### src/rtl/dropout_grad_mask.sv
// dropout_grad_mask
//   Backward-pass companion to the forward dropout stage. Keep-masks from the
//   forward pass are queued in a small FIFO and replayed, in order, against the
//   gradient vectors that come back during backpropagation. Dropped lanes give
//   zero; kept lanes pass the gradient through.
//
//   Build option: DROPOUT_GRAD_SCALE_EN
//     defined   -> kept lanes are shifted left by SCALE_SHIFT with signed
//                  saturation (inverted dropout)
//     undefined -> kept lanes pass unchanged, no shifter is built
//
//   Ports
//     clk, reset          clock, asynchronous active-high reset
//     mask_valid/ready    keep-mask push handshake, mask_in bit i = lane i kept
//     grad_valid/ready    gradient vector handshake; accepting one pops a mask
//     grad_in             NEURONS lanes of WIDTH bits, lane i at [i*WIDTH +: WIDTH]
//     out_valid/ready     registered masked-gradient output handshake
//     grad_out            masked gradient, same packing as grad_in
//     mask_count          masks currently held in the FIFO

// Per-lane select/scale.
module dropout_grad_lane #(
  parameter int WIDTH       = 8,
  parameter int SCALE_SHIFT = 1
) (
  input  logic             keep_i,
  input  logic [WIDTH-1:0] grad_i,
  output logic [WIDTH-1:0] res_o
);
`ifdef DROPOUT_GRAD_SCALE_EN
  localparam int EW = WIDTH + SCALE_SHIFT;
  logic [EW-1:0]          ext, shl;
  logic [SCALE_SHIFT:0]   top;
  logic [WIDTH-1:0]       sat;

  always_comb begin
    ext = {{SCALE_SHIFT{grad_i[WIDTH-1]}}, grad_i};
    shl = ext << SCALE_SHIFT;
    // Result fits only if every bit shifted past the sign matches the sign.
    top = shl[EW-1:WIDTH-1];
    if (top == '0 || top == '1) sat = shl[WIDTH-1:0];
    else if (grad_i[WIDTH-1])   sat = {1'b1, {(WIDTH-1){1'b0}}};
    else                        sat = {1'b0, {(WIDTH-1){1'b1}}};
  end

  assign res_o = keep_i ? sat : '0;
`else
  assign res_o = keep_i ? grad_i : '0;
`endif
endmodule

module dropout_grad_mask #(
  parameter int NEURONS     = 8,
  parameter int WIDTH       = 8,
  parameter int DEPTH       = 4,
  parameter int SCALE_SHIFT = 1
) (
  input  logic                       clk,
  input  logic                       reset,
  input  logic                       mask_valid,
  output logic                       mask_ready,
  input  logic [NEURONS-1:0]         mask_in,
  input  logic                       grad_valid,
  output logic                       grad_ready,
  input  logic [NEURONS*WIDTH-1:0]   grad_in,
  output logic                       out_valid,
  input  logic                       out_ready,
  output logic [NEURONS*WIDTH-1:0]   grad_out,
  output logic [$clog2(DEPTH):0]     mask_count
);
  localparam int PW = $clog2(DEPTH);
  localparam int CW = PW + 1;

  logic [NEURONS-1:0]              mem_q [DEPTH];
  logic [PW-1:0]                   wptr_q, rptr_q;
  logic [CW-1:0]                   cnt_q, cnt_d;
  logic                            out_valid_q, out_valid_d;
  logic [NEURONS-1:0][WIDTH-1:0]   grad_out_q, lane_res, grad_lanes;
  logic [NEURONS-1:0]              head;
  logic                            push, pop;

  assign grad_lanes = grad_in;
  assign head       = mem_q[rptr_q];

  // Full-ness is judged on the registered count only: a full FIFO refuses a
  // mask even if a pop happens in the same cycle.
  assign mask_ready = (cnt_q < CW'(DEPTH));
  assign grad_ready = (cnt_q != '0) && (!out_valid_q || out_ready);
  assign push       = mask_valid && mask_ready;
  assign pop        = grad_valid && grad_ready;

  for (genvar i = 0; i < NEURONS; i++) begin : g_lane
    dropout_grad_lane #(.WIDTH(WIDTH), .SCALE_SHIFT(SCALE_SHIFT)) u_lane (
      .keep_i (head[i]),
      .grad_i (grad_lanes[i]),
      .res_o  (lane_res[i])
    );
  end

  always_comb begin
    cnt_d = cnt_q;
    case ({push, pop})
      2'b10:   cnt_d = cnt_q + CW'(1);
      2'b01:   cnt_d = cnt_q - CW'(1);
      default: cnt_d = cnt_q;
    endcase
    out_valid_d = out_valid_q;
    if (pop)            out_valid_d = 1'b1;
    else if (out_ready) out_valid_d = 1'b0;
  end

  // Mask storage carries no reset; entries are only read after being written.
  always_ff @(posedge clk) begin
    if (push) mem_q[wptr_q] <= mask_in;
  end

  always_ff @(posedge clk or posedge reset) begin
    if (reset) begin
      wptr_q      <= '0;
      rptr_q      <= '0;
      cnt_q       <= '0;
      out_valid_q <= 1'b0;
      grad_out_q  <= '0;
    end else begin
      cnt_q       <= cnt_d;
      out_valid_q <= out_valid_d;
      if (push) wptr_q <= wptr_q + PW'(1);
      if (pop) begin
        rptr_q     <= rptr_q + PW'(1);
        grad_out_q <= lane_res;
      end
    end
  end

  assign out_valid  = out_valid_q;
  assign grad_out   = grad_out_q;
  assign mask_count = cnt_q;
endmodule

### config.mk
export PLATFORM = sky130hd
export DESIGN_NAME = dropout_grad_mask
export DESIGN_NICKNAME = d
export VERILOG_FILES = /design/src/rtl/dropout_grad_mask.sv
export SDC_FILE = /design/constraint.sdc
export NUM_CORES = 1
export LEC_CHECK = 0
export CAP_MARGIN = 20
export CORE_UTILIZATION = 48
export CTS_BUF_LIST = sky130_fd_sc_hd__clkbuf_4 sky130_fd_sc_hd__clkbuf_8
export CTS_CLUSTER_DIAMETER = 120
export DETAILED_ROUTE_END_ITERATION = 8
export PLACE_DENSITY = 0.86
export SLEW_MARGIN = 20
export SYNTH_ARGS = -nofsm -noshare
export SYNTH_HDL_FRONTEND = slang
export SYNTH_SLANG_ARGS = --single-unit
### constraint.sdc
create_clock -name clk -period 2.4 [get_ports clk]
set_input_delay 0.24 -clock clk [delete_from_list [all_inputs] [get_ports clk]]
set_output_delay 0.24 -clock clk [all_outputs]
set_load 0.01 [all_outputs]
==> images/zoom.png <==
Window x 34 to 64, y 54 to 84 um. Cells in grey, sequential cells in the stronger grey; small squares are vias.
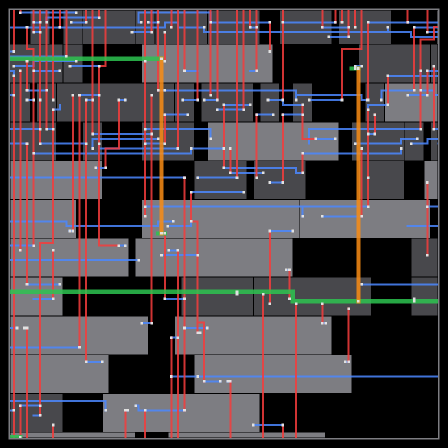
met4 -> orange
met1 -> blue
met3 -> green
met2 -> red
sequential cells in the window = 12
most frequent = edfxtp_1 (8), mux2i_1 (7), inv_1 (6)
cells with their middle in the window = 40
netlist names of flops here include = `mem_q` (8), `grad_out` (4)

==> images/final_congestion.png <==
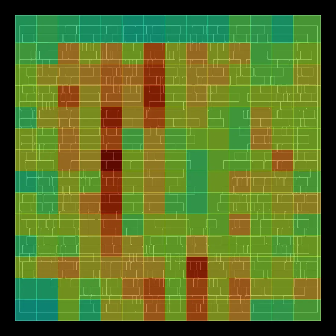
gr busiest metal: met2
met1 Track Usage GR: 0.2432
routing usage on met2: 0.3640
WL per Instance: 14.99 um

==> images/gate_families.png <==
Drawn at 4 px/um.
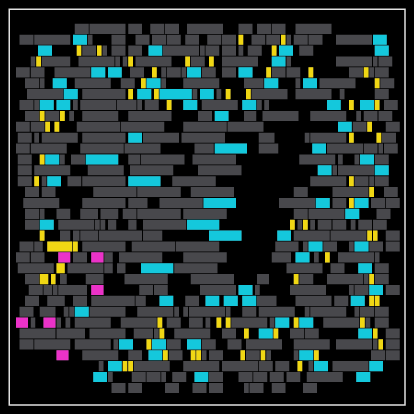
NAND gates -> yellow  # cells 69, most used nand2_1, where widely spread
XOR/XNOR gates -> magenta  # cells 6, most used xnor2_1, where bottom left
multiplexers -> cyan  # cells 73, most used mux2i_1, where widely spread

final timing paths:
check	start	to	cells past startpoint
setup reg to reg	mask_count[0]	mask_count[2]	9
hold reg to reg	grad_out[42]	grad_out[42]	2
setup / recovery	mask_count[0]	grad_ready	3
max in group asynchronous	reset	grad_out[49]	3
hold / removal	reset	grad_out[26]	3
min in group clk	grad_in[35]	grad_out[35]	3
sequential cells by signal, summed over array words and instances, names as in the netlist:
name        flops
mem_q          32
out_valid       1
rptr_q          2
grad_out       64
mask_count      3
wptr_q          2
routing by layer:
layer | wire, um | up-vias
met5 | 0 | -
met4 | 116 | 0
met3 | 465 | 14
met2 | 4733 | 94
met1 | 3873 | 1456
li1 | - | 1417
==> impl_metrics.json <==
{
  "r2r_slack_ns": 0.41,
  "warning_count": 29,
  "n_clock_buffer": 9,
  "place_ws_ns": 0.2112,
  "ir_drop_mv": 0.7445,
  "dominant_cells": "registers",
  "yosys.area_share.aoi": 0.001118,
  "swShare": 0.3482,
  "grt_antenna_before_repair": 0,
  "buf_share": 0.2444,
  "vias": 2981,
  "hold_slack_ns": 0.2390,
  "status": "finished, final reports clean",
  "core-area_sq_um": 8891,
  "ys_types": 22,
  "hpwl_mm": 6.543,
  "max_clock_freq_ghz": 0.4788,
  "hold_buffers": 0,
  "worstSetupPathType": "flip-flop to output port",
  "htreeDepth": 3,
  "synth-edff-count": 32,
  "min_period_ns": 2.089,
  "vias_per_cell": 4.863,
  "mux_area_frac": 0.1856,
  "final_cell_area_sq_um": 6175,
  "cap_violations": 0,
  "rsz0062_at_grt": "no",
  "cts_resized": 0,
  "mostFrequentLayoutCells": "clkdlybuf4s50_1 (146), dfrtp_1 (72), inv_1 (71), nand2_1 (66), mux2i_1 (65)",
  "ios": 147,
  "p_sw_mw": 2.334,
  "grt_max_degree": 73,
  "antennaDiodeCount": 0,
  "pwr-share-clk": 0.155,
  "inv_count": 73,
  "yosysWarnings": 0,
  "setup_ws_ns": 0.3115,
  "crit_family": "simple AND/OR/NAND/NOR gates",
  "seq_cells": 104,
  "firstDrtPassIters": 4,
  "synth_seq_share": 0.6173,
  "grtUsageMet3": 0.04043,
  "fp_util": 0.5034,
  "ys_async_sr_fraction": 0.6923,
  "cts_setup_buffers": 0,
  "clock-skew-final_ns": 0.01018,
  "combPwrFrac": 0.432,
  "nNonClkBuffers": 149,
  "drc_errors": 0,
  "syn_nets": 433,
  "cts_buffer_depth": 2,
  "final-clk-cell-share": 0.03100,
  "yosysCellCount": 350,
  "comb.multi_input.count": 163,
  "fp-row-count": 34,
  "crit_chain": "or3_4, and2_1, clkdlybuf4s50_1",
  "place_congestion": 0.7043,
  "path_clk_slew_ns": 0.11,
  "grt_use_total": 0.2016,
  "cts-root-buf": "clkbuf_8",
  "cts_tree": "yes",
  "fillers": 650,
  "placed_cell_area_sq_um": 5983,
  "ant_nets": 0,
  "syn_area_sq_um": 4476,
  "yosys.area_share.adder": 0.01845,
  "numCtsBuffers": 9,
  "final_cells": 613,
  "finalCritPeriodShare": 0.8702,
  "crit_path_max_fanout": 4
}
Power and IR drop assume default switching activity.
